File: src/rtl/bnn_pkg.sv
// Shared defaults, width derivations and popcount helper for the binary XNOR engine.
package bnn_pkg;

   localparam int KW_DEF        = 7;
   localparam int NCH_DEF       = 7;
   localparam int MAX_BEATS_DEF = 16;
   localparam int POP_MAX       = 64;

   function automatic int acc_w(input int beats, input int kw);
      return $clog2(beats * kw + 1) + 1;
   endfunction

   function automatic int cnt_w(input int beats);
      return $clog2(beats + 1);
   endfunction

   function automatic int addr_w(input int nch);
      return (nch > 1) ? $clog2(nch) : 1;
   endfunction

   function automatic int popcount(input logic [POP_MAX-1:0] v);
      int n;
      n = 0;
      for (int i = 0; i < POP_MAX; i++) n += int'(v[i]);
      return n;
   endfunction

endpackage

File: src/rtl/bnn_xnor_popcount.sv
// One channel's signed XNOR-popcount contribution: 2*popcount(~(x^w)) - KW, purely combinational.
module bnn_xnor_popcount
   import bnn_pkg::*;
#(
   parameter int KW    = KW_DEF,
   parameter int ACC_W = acc_w(MAX_BEATS_DEF, KW_DEF)
) (
   input  logic [KW-1:0]           in_data,
   input  logic [KW-1:0]           weight,
   output logic signed [ACC_W-1:0] contrib
);

   logic [POP_MAX-1:0] match_ext;

   // NOTE: every variable written in always_comb is given a value first, so no path can infer a latch.
   always_comb begin
      match_ext          = '0;
      match_ext[KW-1:0]  = ~(in_data ^ weight);
      contrib            = ACC_W'(2 * popcount(match_ext) - KW);
   end

endmodule

File: src/rtl/bnn_xnor_engine.sv
// Binary-NN XNOR/popcount accumulator: NCH channels, windowed beats, one registered result per window.
// Define BNN_THRESH_EN to add per-channel writable thresholds for out_bits (otherwise the threshold is 0).
module bnn_xnor_engine
   import bnn_pkg::*;
#(
   parameter int KW        = KW_DEF,
   parameter int NCH       = NCH_DEF,
   parameter int MAX_BEATS = MAX_BEATS_DEF,
   parameter int ACC_W     = acc_w(MAX_BEATS, KW),
   parameter int CNT_W     = cnt_w(MAX_BEATS),
   parameter int AW        = addr_w(NCH)
) (
   input  logic                   clk,
   input  logic                   rst,
   input  logic                   clr,
   input  logic                   w_we,
   input  logic [AW-1:0]          w_addr,
   input  logic [KW-1:0]          w_data,
   input  logic                   th_we,
   input  logic [ACC_W-1:0]       th_data,
   input  logic                   in_valid,
   output logic                   in_ready,
   input  logic [KW-1:0]          in_data,
   input  logic                   in_last,
   output logic                   out_valid,
   input  logic                   out_ready,
   output logic [NCH*ACC_W-1:0]   out_acc,
   output logic [NCH-1:0]         out_bits,
   output logic [CNT_W-1:0]       out_count,
   output logic                   out_ovf
);

   logic [KW-1:0]           w_q [NCH];
   logic [KW-1:0]           w_d [NCH];
   logic signed [ACC_W-1:0] acc_q [NCH];
   logic signed [ACC_W-1:0] acc_d [NCH];
   logic signed [ACC_W-1:0] out_acc_q [NCH];
   logic signed [ACC_W-1:0] out_acc_d [NCH];
   logic signed [ACC_W-1:0] contrib [NCH];
   logic signed [ACC_W-1:0] sum_v [NCH];
   logic signed [ACC_W-1:0] thr_eff [NCH];
   logic [NCH-1:0]          hit_v;
   logic [CNT_W-1:0]        cnt_q, cnt_d;
   logic [CNT_W-1:0]        out_count_q, out_count_d;
   logic [NCH-1:0]          out_bits_q, out_bits_d;
   logic                    out_valid_q, out_valid_d;
   logic                    out_ovf_q, out_ovf_d;
   logic                    accept, close;

   for (genvar g = 0; g < NCH; g++) begin : g_ch
      bnn_xnor_popcount #(.KW(KW), .ACC_W(ACC_W)) u_popcount (
         .in_data (in_data),
         .weight  (w_q[g]),
         .contrib (contrib[g])
      );
      assign out_acc[g*ACC_W +: ACC_W] = out_acc_q[g];
   end

`ifdef BNN_THRESH_EN
   logic signed [ACC_W-1:0] thr_q [NCH];
   logic signed [ACC_W-1:0] thr_d [NCH];

   always_comb begin
      thr_d = thr_q;
      if (th_we && int'(w_addr) < NCH) thr_d[w_addr] = th_data;
   end

   always_ff @(posedge clk or posedge rst) begin
      if (rst) begin
         for (int c = 0; c < NCH; c++) thr_q[c] <= '0;
      end else begin
         thr_q <= thr_d;
      end
   end

   always_comb thr_eff = thr_q;
`else
   logic unused_thr;
   assign unused_thr = ^{th_we, th_data};

   always_comb begin
      for (int c = 0; c < NCH; c++) thr_eff[c] = '0;
   end
`endif

   assign in_ready  = !out_valid_q || out_ready;
   assign out_valid = out_valid_q;
   assign out_bits  = out_bits_q;
   assign out_count = out_count_q;
   assign out_ovf   = out_ovf_q;

   always_comb begin
      accept = in_valid && in_ready && !clr;
      close  = accept && (in_last || cnt_q == CNT_W'(MAX_BEATS - 1));

      w_d         = w_q;
      acc_d       = acc_q;
      cnt_d       = cnt_q;
      out_acc_d   = out_acc_q;
      out_bits_d  = out_bits_q;
      out_count_d = out_count_q;
      out_ovf_d   = out_ovf_q;
      out_valid_d = out_valid_q;

      for (int c = 0; c < NCH; c++) begin
         sum_v[c] = acc_q[c] + contrib[c];
         hit_v[c] = sum_v[c] >= thr_eff[c];
      end

      // Beats use the pre-edge weights; a write here only affects later beats.
      if (w_we && int'(w_addr) < NCH) w_d[w_addr] = w_data;

      if (clr) begin
         for (int c = 0; c < NCH; c++) acc_d[c] = '0;
         cnt_d       = '0;
         out_valid_d = 1'b0;
      end else if (close) begin
         for (int c = 0; c < NCH; c++) acc_d[c] = '0;
         cnt_d       = '0;
         out_acc_d   = sum_v;
         out_bits_d  = hit_v;
         out_count_d = cnt_q + CNT_W'(1);
         out_ovf_d   = !in_last;
         out_valid_d = 1'b1;
      end else begin
         if (accept) begin
            acc_d = sum_v;
            cnt_d = cnt_q + CNT_W'(1);
         end
         if (out_valid_q && out_ready) out_valid_d = 1'b0;
      end
   end

   // NOTE: state registers use non-blocking assignment so every flop samples pre-edge values.
   always_ff @(posedge clk or posedge rst) begin
      if (rst) begin
         // NOTE: weight storage is reset as well; zero weights are the defined power-up state.
         for (int c = 0; c < NCH; c++) begin
            w_q[c]       <= '0;
            acc_q[c]     <= '0;
            out_acc_q[c] <= '0;
         end
         cnt_q       <= '0;
         out_bits_q  <= '0;
         out_count_q <= '0;
         out_ovf_q   <= 1'b0;
         out_valid_q <= 1'b0;
      end else begin
         w_q         <= w_d;
         acc_q       <= acc_d;
         out_acc_q   <= out_acc_d;
         cnt_q       <= cnt_d;
         out_bits_q  <= out_bits_d;
         out_count_q <= out_count_d;
         out_ovf_q   <= out_ovf_d;
         out_valid_q <= out_valid_d;
      end
   end

endmodule

File: config.mk
export PLATFORM = sky130hd
export DESIGN_NAME = bnn_xnor_engine
export DESIGN_NICKNAME = d
export VERILOG_FILES = /design/src/rtl/bnn_pkg.sv /design/src/rtl/bnn_xnor_popcount.sv /design/src/rtl/bnn_xnor_engine.sv
export SDC_FILE = /design/constraint.sdc
export NUM_CORES = 1
export LEC_CHECK = 0
export CORE_MARGIN = 5
export CORE_UTILIZATION = 40
export CTS_CLUSTER_DIAMETER = 60
export DETAILED_ROUTE_END_ITERATION = 8
export PLACE_DENSITY = 0.59
export SLEW_MARGIN = 20
export SYNTH_ARGS = -nofsm -noshare
export SYNTH_HDL_FRONTEND = slang
export SYNTH_HIERARCHICAL = 1
export SYNTH_SLANG_ARGS = --single-unit
File: constraint.sdc
create_clock -name clk -period 7.2 [get_ports clk]
set_input_delay 1.44 -clock clk [delete_from_list [all_inputs] [get_ports clk]]
set_output_delay 1.44 -clock clk [all_outputs]
set_load 0.01 [all_outputs]
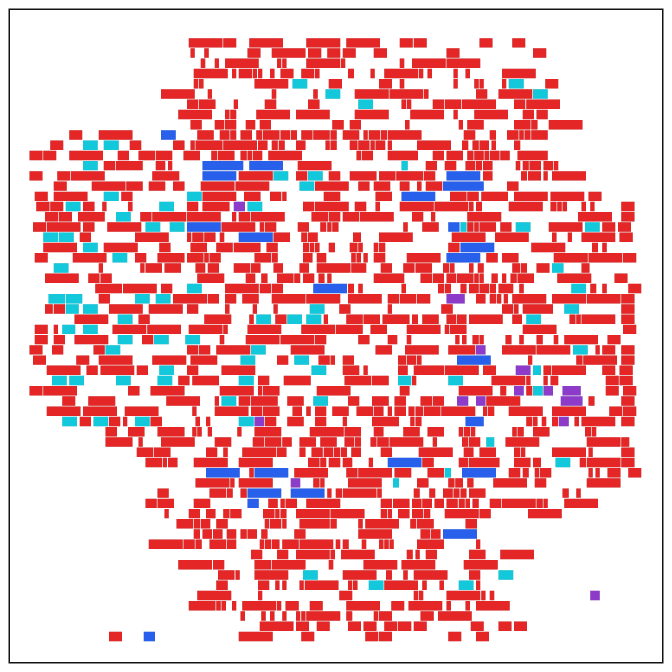
Figure 1: cells by drive strength.
size	colour	cells	share
drive 2	cyan	79	7.5%
drive 3 to 4	purple	14	1.3%
drive 6 and up	blue	24	2.3%
drive 1 or less	red	935	89%

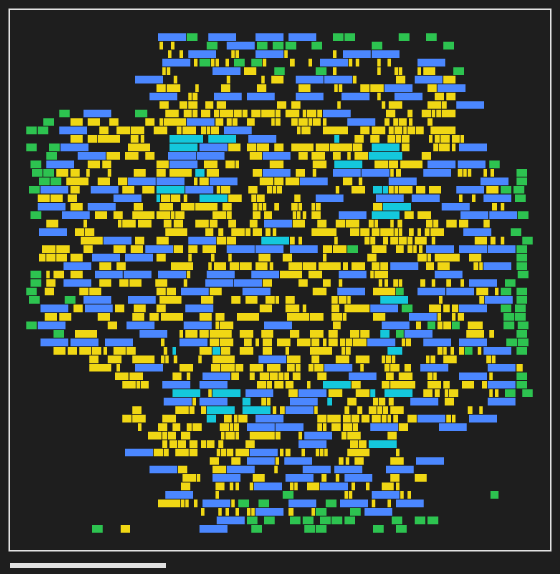
Figure 2: placed cells, one colour a class.
Scale bar: 50 um.
class	colour	cells	share of their area
clock drivers and dummy loads	cyan	32	4.8%
flip-flops	blue	180	38%
other buffers and delay cells	green	101	8.3%
all other logic	yellow	739	49%

==> out/notes.md <==
The run finished with clean final reports. In the final report, the number of hold violations comes to 0. In this design, the stage delay of the slowest critical-path cell is 0.75 ns. The layout contains a multi-input combinational cell count of 708. The worst hold path belongs to the class reg2reg. Library cell with the largest summed area after synthesis: sky130_fd_sc_hd__dfrtp_1. The number of OpenROAD warnings was 35; the number of clock buffers in the layout was 20.

Looking at hold timing, the worst path starts from out_acc[17]. The reported max-cap violation count was 0. The count of nets left with antenna violations once routing finished came out at 0. Clock skew on the completed layout was measured at 0.00797 ns.

The register area share after synthesis is 0.422. Yosys stat cell total: 969. For reference, the critical path cell chain is clkdlybuf4s50_1, xor2_1, fa_1, inv_1, ha_1, fa_1, ha_1, fa_1, xnor2_1, ha_1, inv_1, ha_1, nor3_1, nor2_1, o21ai_0, xnor3_1, mux2_2. The worst setup path is launched from a primary input. The timing startpoint of the critical path was in_data[0]. The worst setup path is captured at a register. Per the TritonCTS log, the buffer count is 17. The combinational cell area excluding buffers and inverters was 5760 um2; the via-per-instance ratio was 5.17.

Setup slack closes at 1.11 ns. The timing report gives the clock slew at the launch and capture registers of the worst setup and hold paths as 0.07 ns. In the final layout, excluding clock buffers the buffer count is 101. The clock tree synthesis step divided the H-tree into 4 levels. By instance count after routing, the leading logic cell types are 180 x sky130_fd_sc_hd__dfrtp_1, 146 x sky130_fd_sc_hd__nand2_1, 94 x sky130_fd_sc_hd__clkdlybuf4s50_1, 86 x sky130_fd_sc_hd__ha_1, 74 x sky130_fd_sc_hd__xnor2_1. The floorplan has 59 rows. After floorplanning, the core was sized to cover 26,100 um2. During I/O placement, the number of pins put on the boundary was 104. The mapped netlist covers 10,700 um2. Sorting the synthesized cells by how often they occur yields 180 x sky130_fd_sc_hd__dfrtp_1, 146 x sky130_fd_sc_hd__nand2_1, 86 x sky130_fd_sc_hd__ha_1, 74 x sky130_fd_sc_hd__xnor2_1, 66 x sky130_fd_sc_hd__mux2_2. For the met3 track demand over resource in global routing, the log shows 0.0277.

The tools report the tally of filler cells in the layout as 2,510. Kind of critical path: in2reg. In the routed design, unresolved DRC markers number 0. Max fanout on the critical path was recorded as 7. The repair_antennas step left the layout with diodes totalling 0.

The synthesis log from Yosys contains 6 warnings. Routed length per instance: 16.9 um. Per the gpl log, the routability congestion estimate is 0.800. The post-CTS hold buffer count recorded in the log is 0. The cell area after placement was 11,800 um2. The area growth from synthesis to layout is 16.1%. No sink is reached through more buffers than the 2 on the longest clock path.

The cell with the biggest individual delay on the critical path was sky130_fd_sc_hd__clkdlybuf4s50_1. The clock period could shrink to 6.09 ns. The multi-input gate share of the layout cell area works out to 0.465. The worst setup timing slack at the placement stage is 0.622 ns. Most used flip-flop cell after synthesis: sky130_fd_sc_hd__dfrtp_1.

With the per-instance average area after synthesis at 11.0 um2, the aggregate global-route resource usage is 0.161. The pre-antenna-repair detailed-routing pass consisted of 6 iterations. The register fraction of the total cell area is 0.364. Worst flop-to-flop path startpoint: w_q[0]. With the share of layout cells above drive strength 1 at 0.111, the global-route wire length before repair is 39,200 um.

According to the floorplan report, the die width is 173 um. For this run the aggregate overflow at the end of global routing stands at 0. The number of library cell types mapped by synthesis came out at 50.

The cell that appears most often on the critical path is sky130_fd_sc_hd__ha_1. The pre-placement core utilization came out at 0.408. With the post-cts sizing count at 0, the arrival time at the worst endpoint is 6.40 ns. Count of vias placed by the detailed router: 7,166.

Detailed-route iteration 0 reported a violation count of 289. The data required time of the worst path is 7.51 ns, and the yosys synthesis chip area is 10,700 um2. The instance count of the mapped netlist came out at 969. The number of nets at the end of the flow was 1,186.

The count of cells in the finished layout, fillers not included, comes to 1,387. The logs give 0.252 for the met2 track demand over resource and 16,100 um for the half-perimeter wire length of the detailed placement result. The number of clock sinks was 180; the actual slew at the worst max-slew pin was 0.793 ns.

Setup repair after global routing left no endpoint under its margin. The run gives 0 for the number of flops mapped to enable cells by yosys. In the final layout, excluding clock inverters the inverter count is 31.

The number of placed cells counting well taps came out at 1,355. The async set-or-reset flop fraction in the synthesized netlist works out to 1.00. On the final layout, the worst hold slack is 0.472 ns. The met1 track demand over resource is 0.233. Clock latency on the worst-skew pair, taken at its later pin, is 0.43 ns. In this run the clock root is driven by a sky130_fd_sc_hd__clkbuf_16. Clock distribution area overhead in the final layout: 0.0466. In the final timing run, aggregate negative setup slack is 0 ns. Once layout is done, the placed cells without fillers occupy 12,400 um2. Once synthesis finished, the tally of register bits stood at 180. The synthesis report lists the most area-consuming cells as sky130_fd_sc_hd__dfrtp_1 42%, sky130_fd_sc_hd__ha_1 10%, sky130_fd_sc_hd__mux2_2 7.0%. The flow inserted 335 tap cells.

The run gives 0.0805 for the layout buffering overhead excluding clock cells. The cell class with the largest area share was combinational gates. The number of buffer cells added on primary ports was 94; the number of setup violations in the final report was 0. The total nets after synthesis is 1,116, and the chip area is 30,000 um2. The register cell area after layout was 4500 um2. TritonCTS built the clock tree.

The most repeated cell in the gate-level netlist after synthesis was sky130_fd_sc_hd__dfrtp_1. The vertical die dimension reported for this design is 173 um. Via count of the first global-routing pass: 7,257. The worst slew margin relative to its limit is 0.471, and the wire length reported by the detailed router is 23,500 um. The logs give 0 for the number of slew-limit violations in the final report and 0.474 for the utilization after layout.

The share of the synthesized area in the top cell type works out to 0.422. By instance count after routing, the leading logic cell type is sky130_fd_sc_hd__dfrtp_1. The most crowded layer after global routing is met2. The run gives 0 as the initial antenna violation count.

The run gives 0 for the post-CTS setup-driven buffer insertion count.
==> worst paths after layout <==
path | endpoint | slack (ns) | depth (start not counted)
max | out_acc[55] | 1.11 | 17
min | out_acc[17] | 0.47 | 2
max reg2reg | out_acc[55] | 2.48 | 16
min reg2reg | out_acc[17] | 0.47 | 2
max in group asynchronous | w_q[19] | 4.50 | 3
min in group asynchronous | acc_q[8] | 1.52 | 2
==> logic make-up (layout without fill, tap and decap cells) <==
| kind of cell | after synthesis | count (layout) | synth area share |
|---|---|---|---|
| AND/OR/NAND/NOR | 202 | 202 | 0.0847 |
| AND-OR/OR-AND | 209 | 209 | 0.129 |
| buffers and inverters | 81 | 164 | 0.0388 |
| other | 7 | 7 | 0.00246 |
| XOR/XNOR | 110 | 110 | 0.0994 |
| adder cells (fa/ha/maj) | 114 | 114 | 0.153 |
| flip-flops | 180 | 180 | 0.422 |
| multiplexers | 66 | 66 | 0.0697 |
==> per-layer routing <==
layer | vias up | routed length, um
li1 | 3490 | -
met2 | 122 | 10500
met1 | 3539 | 11900
met3 | 15 | 762
met5 | - | 0
met4 | 0 | 276
==> critical path: cells and delay by family <==
kind | cells | cell delay, ns
XOR/XNOR | 3 | 0.65
AND-OR/OR-AND | 1 | 0.28
buffers and inverters | 3 | 0.84
multiplexers | 1 | 0.27
adder cells (fa/ha/maj) | 7 | 2.62
AND/OR/NAND/NOR | 2 | 0.28
==> sequential cells by signal, indices dropped and copies added (netlist names) <==
register / count
out_ovf: 1
out_bits: 7
cnt_q: 5
out_valid: 1
out_count: 5
w_q: 49
acc_q: 56
out_acc: 56
